--- src/rtl/i2s_tx.sv ---
// ---------------------------------------------------------------------------
// i2s_tx : stereo I2S transmitter with a double-buffered sample path.
//
// Frame timing is fixed: 2048 clk per stereo frame, 32 clk per serial bit,
// 32 bit slots per channel half. A 16-bit sample is sent MSB first in
// slots 1..16, which gives the standard one-bit I2S delay after each word
// select edge. All other slots carry zero.
//
// Ports
//   clk        in   system clock, rising edge active
//   rst_n      in   asynchronous active-low reset
//   wrt        in   one-clk strobe, loads lft_in/rght_in into the holding buffer
//   lft_in     in   [15:0] left sample, two's complement
//   rght_in    in   [15:0] right sample, two's complement
//   I2S_sclk   out  serial bit clock, clk/32, 50% duty
//   I2S_ws     out  word select, 0 = left, 1 = right, clk/2048
//   I2S_data   out  serial data, registered, changes on the sclk falling edge
//   smpl_req   out  one-clk pulse at every frame start
//   underrun   out  one-clk pulse when a frame starts with an empty buffer
//   overrun    out  one-clk pulse when a full buffer is overwritten
// ---------------------------------------------------------------------------
module i2s_tx (
  input  logic        clk,
  input  logic        rst_n,
  input  logic        wrt,
  input  logic [15:0] lft_in,
  input  logic [15:0] rght_in,
  output logic        I2S_sclk,
  output logic        I2S_ws,
  output logic        I2S_data,
  output logic        smpl_req,
  output logic        underrun,
  output logic        overrun
);

  // Bit carried by a given slot: slot k in 1..16 carries sample[16-k].
  function automatic logic slot_bit(input logic [15:0] smp, input logic [4:0] slot);
    logic [4:0] idx;
    idx = 5'd16 - slot;
    if ((slot != 5'd0) && (slot <= 5'd16)) begin
      slot_bit = smp[idx[3:0]];
    end else begin
      slot_bit = 1'b0;
    end
  endfunction

  logic [10:0] cnt_r;
  logic [15:0] hold_lft_r;
  logic [15:0] hold_rght_r;
  logic        full_r;
  logic [15:0] shadow_lft_r;
  logic [15:0] shadow_rght_r;
  logic        data_r;
  logic        smpl_req_r;
  logic        underrun_r;
  logic        overrun_r;

  logic [10:0] cnt_nxt_s;
  logic        frame_end_s;
  logic        bit_end_s;
  logic        data_nxt_s;
  logic        full_nxt_s;
  logic        ovr_nxt_s;
  logic        und_nxt_s;

  // Decode counter boundaries and compute next-state values.
  always_comb begin
    cnt_nxt_s   = cnt_r + 11'd1;
    frame_end_s = (cnt_r == 11'd2047);
    bit_end_s   = (cnt_r[4:0] == 5'd31);
    data_nxt_s  = 1'b0;
    full_nxt_s  = full_r;
    ovr_nxt_s   = 1'b0;
    und_nxt_s   = 1'b0;

    // Data for the slot being entered; channel chosen by the next ws value.
    if (cnt_nxt_s[10]) begin
      data_nxt_s = slot_bit(shadow_rght_r, cnt_nxt_s[9:5]);
    end else begin
      data_nxt_s = slot_bit(shadow_lft_r, cnt_nxt_s[9:5]);
    end

    // A strobe always leaves the buffer full, even on the transfer edge,
    // because the transfer consumes the pre-edge contents.
    if (wrt) begin
      full_nxt_s = 1'b1;
    end else if (frame_end_s) begin
      full_nxt_s = 1'b0;
    end else begin
      full_nxt_s = full_r;
    end

    // Overwrite only counts as overrun when nothing is drained that cycle.
    if (wrt && full_r && !frame_end_s) begin
      ovr_nxt_s = 1'b1;
    end else begin
      ovr_nxt_s = 1'b0;
    end

    if (frame_end_s && !full_r) begin
      und_nxt_s = 1'b1;
    end else begin
      und_nxt_s = 1'b0;
    end
  end

  // Free-running frame counter; sclk and ws are taken straight from its bits.
  always_ff @(posedge clk or negedge rst_n) begin
    if (!rst_n) begin
      cnt_r <= 11'd0;
    end else begin
      cnt_r <= cnt_nxt_s;
    end
  end

  // Holding buffer written by the sample source.
  always_ff @(posedge clk or negedge rst_n) begin
    if (!rst_n) begin
      hold_lft_r  <= 16'h0000;
      hold_rght_r <= 16'h0000;
      full_r      <= 1'b0;
    end else begin
      if (wrt) begin
        hold_lft_r  <= lft_in;
        hold_rght_r <= rght_in;
      end
      full_r <= full_nxt_s;
    end
  end

  // Shadow buffer feeding the serializer; an empty buffer repeats the last sample.
  always_ff @(posedge clk or negedge rst_n) begin
    if (!rst_n) begin
      shadow_lft_r  <= 16'h0000;
      shadow_rght_r <= 16'h0000;
    end else if (frame_end_s && full_r) begin
      shadow_lft_r  <= hold_lft_r;
      shadow_rght_r <= hold_rght_r;
    end
  end

  // Serial data register, updated only on the sclk falling edge.
  always_ff @(posedge clk or negedge rst_n) begin
    if (!rst_n) begin
      data_r <= 1'b0;
    end else if (bit_end_s) begin
      data_r <= data_nxt_s;
    end
  end

  // Registered status pulses.
  always_ff @(posedge clk or negedge rst_n) begin
    if (!rst_n) begin
      smpl_req_r <= 1'b0;
      underrun_r <= 1'b0;
      overrun_r  <= 1'b0;
    end else begin
      smpl_req_r <= frame_end_s;
      underrun_r <= und_nxt_s;
      overrun_r  <= ovr_nxt_s;
    end
  end

  assign I2S_sclk = cnt_r[4];
  assign I2S_ws   = cnt_r[10];
  assign I2S_data = data_r;
  assign smpl_req = smpl_req_r;
  assign underrun = underrun_r;
  assign overrun  = overrun_r;

endmodule
--- config.mk ---
export PLATFORM = sky130hd
export DESIGN_NAME = i2s_tx
export DESIGN_NICKNAME = d
export VERILOG_FILES = /design/src/rtl/i2s_tx.sv
export SDC_FILE = /design/constraint.sdc
export NUM_CORES = 1
export LEC_CHECK = 0
export ABC_AREA = 1
export CAP_MARGIN = 40
export CORE_MARGIN = 8
export CORE_UTILIZATION = 60
export CTS_BUF_LIST = sky130_fd_sc_hd__clkbuf_2 sky130_fd_sc_hd__clkbuf_4 sky130_fd_sc_hd__clkbuf_8
export DETAILED_ROUTE_END_ITERATION = 7
export GPL_ROUTABILITY_DRIVEN = 1
export PLACE_DENSITY = 0.95
export SLEW_MARGIN = 40
export SYNTH_ARGS = -nofsm -noshare
export SYNTH_HDL_FRONTEND = slang
export SYNTH_SLANG_ARGS = --single-unit
--- constraint.sdc ---
create_clock -name clk -period 5.95 [get_ports clk]
set_input_delay 1.19 -clock clk [delete_from_list [all_inputs] [get_ports clk]]
set_output_delay 1.19 -clock clk [all_outputs]
set_load 0.01 [all_outputs]
==> flow_metrics.py <==
# Physical implementation metrics
metrics = {
    "hold_path": {
        "hold_path.class": "register to register",
        "min-delay-start": "shadow_lft_r[2]$_DFFE_PN0P_",
        "min_path_cells": 2,
    },
    "synthesis": {
        "xor_area_share_pct": 1.19,
        "top_cell_area_share_pct": 55.9,
        "ys_seq_share_pct": 55.9,
        "top_logic_kind": "simple AND/OR/NAND/NOR gates",
        "syn_nets": 444,
        "simple_gate_area_share_pct": 22.5,
        "synth_area_leader_cell": "dfrtp_1",
        "topCellsByArea": "dfrtp_1 56%, nand2_1 10%, nand3_1 6.6%",
        "ys.flops": 80,
        "syn_avg_cell_area_um2": 8.81,
        "syn_area_um2": 3580,
        "synth_chip_area_um2": 3580,
        "synth.distinct_cells": 30,
        "ys_sh_adder_pct": 1.05,
    },
    "power_and_ir_drop": {
        "ir_worst_vdd_v": 0.000195,
        "p_per_area_nw_per_um2": 251,
        "clkPwrFrac_pct": 40.1,
        "seq-power_w": 0.000568,
        "p_leak_nw": 1.99,
        "power-top-group": "sequential cells",
        "netSwitchingFraction_pct": 21.0,
        "p_comb_share_pct": 6.0,
        "p_int_w": 0.000833,
        "p_sw_w": 0.000221,
    },
    "clocking": {
        "cts.sinks": 80,
        "cts_tree": "built",
        "hold_buffers": 0,
        "cts_resized": 0,
        "insertion_delay_ns": 0.35,
        "cts_buffers": 9,
        "clockBufferDepth": 2,
        "cts_setup_buffers": 0,
        "root_buffer": "clkbuf_8",
        "cts_max_level": 3,
    },
    "final_layout": {
        "register_area_um2": 2000,
        "final_cell_mix": "100 x nand2_1, 80 x dfrtp_1, 61 x inv_1, 47 x nand3_1, 44 x o21ai_0",
        "n_antenna_cell": 0,
        "final_cells": 518,
        "nFillCells": 442,
        "post-route-util_pct": 71.7,
        "final_nets": 478,
        "final_area_um2": 4190,
        "drive_gt1_share_pct": 9.03,
    },
    "route": {
        "drc": 0,
        "dr.max_layer_used": "met4",
        "drtPass1Iterations": 4,
        "final_antenna_net_count": 0,
        "dr_wl_met2_um": 3430,
    },
    "die": {
        "core_util_floorplan_pct": 61.2,
        "die_y_um": 93.2,
        "num_rows": 28,
        "io_pins": 41,
        "core_area_um2": 5850,
        "dieArea_um2": 8690,
    },
    "critical_path": {
        "critical_path_class": "register to register",
        "worstPathMaxFanout": 19,
        "crit_start": "cnt_r[4]$_DFF_PN0_",
        "critPathMaxStageDelay_ns": 0.54,
        "path_depth": 11,
        "cp_top_family": "simple AND/OR/NAND/NOR gates",
        "reg2reg_to": "I2S_data$_DFFE_PN0N_",
        "path_cells": "nand2_1 > o21bai_4 > nand2_4 > ha_1 > inv_1 > nand3_1 > nand3_1 > nand3_1 > nand3_1 > nand3_1 > nand2_1",
        "path_buffers": 1,
        "worstPathRequired_ns": 6.19,
        "startpoint_type": "register",
        "endpoint": "I2S_data$_DFFE_PN0N_",
    },
    "placed_design": {
        "place_congestion": 0.803,
        "placed_area_um2": 3980,
        "pre_cts_ws_ns": 3.35,
        "portBuffers": 40,
    },
    "run_status": {
        "status": "finished clean",
    },
    "final_timing": {
        "whs_ns": 0.491,
        "setup_ws_ns": 3.33,
        "fin_crit_sh_pct": 44.0,
        "setup_viol_count_final": 0,
        "fin_tns_setup_ns": 0,
        "final-hold-violation-count": 0,
        "max_clock_freq_mhz": 382,
        "grt_setup_unrepaired": "false",
        "finalClockSkew_ns": 0.00713,
        "drv_slew": 0,
    },
    "global_routing": {
        "grtUsageTotal_pct": 17.2,
        "grt_pass1_vias": 2775,
        "grt_max_degree": 81,
        "antenna_found_initial": 0,
    },
    "run": {
        "max-cap-violations": 0,
        "warning_count": 26,
    },
}
[Yosys cell counts (all sizes together)]
cell type / n
ha: 3
xor2: 3
nand3: 49
buf: 8
a31o: 1
o21ai: 65
a21o: 1
xnor2: 1
nor2: 6
nor3: 2
dfrtp: 80
o21bai: 1
clkbuf: 9
inv: 64
nand2: 108
or2: 1
nand4: 1
nand3b: 3
[final cells by class]
type                       instances  area share, %
multi-input combinational        245           29.8
clock inverter                     4           1.67
timing repair buffer              40           9.52
clock buffer                      10           3.28
sequential                        80           47.7
tap                               75           2.24
inverter                          64           5.73
[tightest hold or removal path: stages, from the launching register on]
cell	delay [ns]
dfrtp_1	0.35
nand2_1	0.05
o21ai_0	0.06
Signal wires on met1:
Scale: 4 px per um.
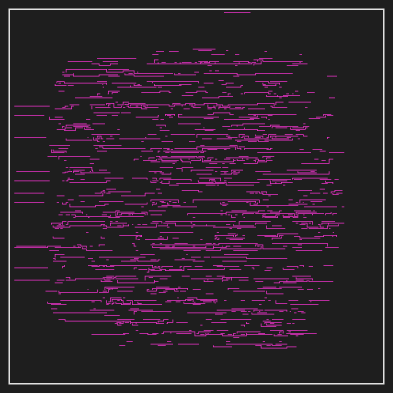
The layer holds 43% of the routed length. The longest straight run is 26.2 um.

Layout detail:
Region (11, 57) to (36, 82) um. Cells in gray, sequential cells in the stronger gray; small squares are vias.
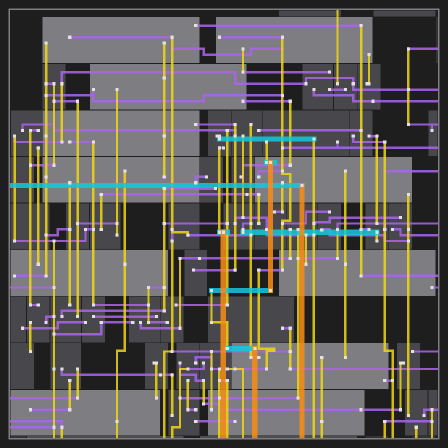
Key: purple = M1; yellow = M2; cyan = M3; orange = M4
46 logic cells have their middle in the window. Most frequent: nand2_1 (11), dfrtp_1 (11). Sequential cells in the window: 11. Netlist names of flops here include hold_rght_r (4), shadow_rght_r (4), hold_lft_r (2).

Cells colored by class:
Scale: 4 px per um.
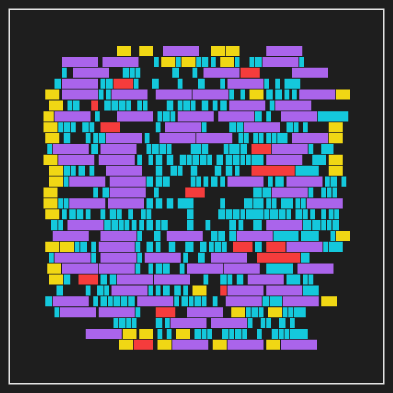
Key: yellow = remaining buffers and delay cells [cells 40, share of their area 9.7%]; cyan = remaining logic cells [cells 309, share of their area 36%]; purple = registers [cells 80, share of their area 49%]; red = clock drivers and dummy loads [cells 14, share of their area 5.1%]

Drive-strength map:
Scale: 4 px per um.
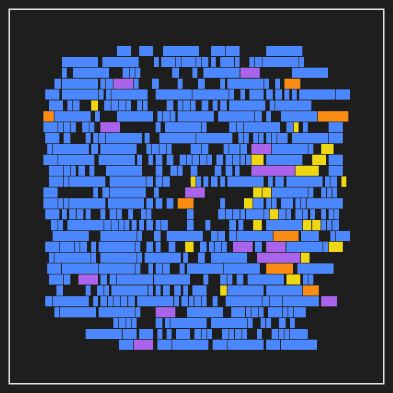
Key: blue = x1 and smaller [cells 403, share 91%, most used nand2_1]; yellow = x2 [cells 20, share 4.5%, most used nand2_2]; orange = x3 and x4 [cells 7, share 1.6%, most used nand2_4]; purple = x6 and larger [cells 13, share 2.9%, most used clkbuf_8]

Congestion heat map:
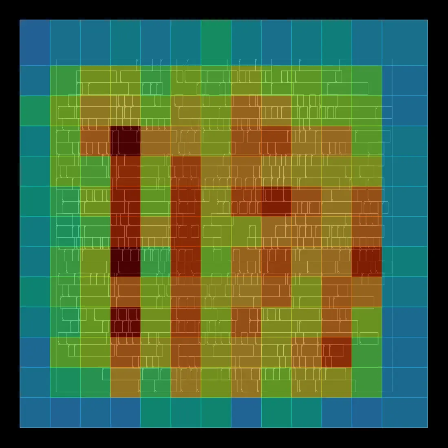
met3 usage: 3.77%
grt met2 use: 28.8%
GR Util met1: 19.8%
global routing's busiest layer: met2
WL/cell: 13.3 um

Power figures rest on the tool's default switching activity, not on a simulated workload.
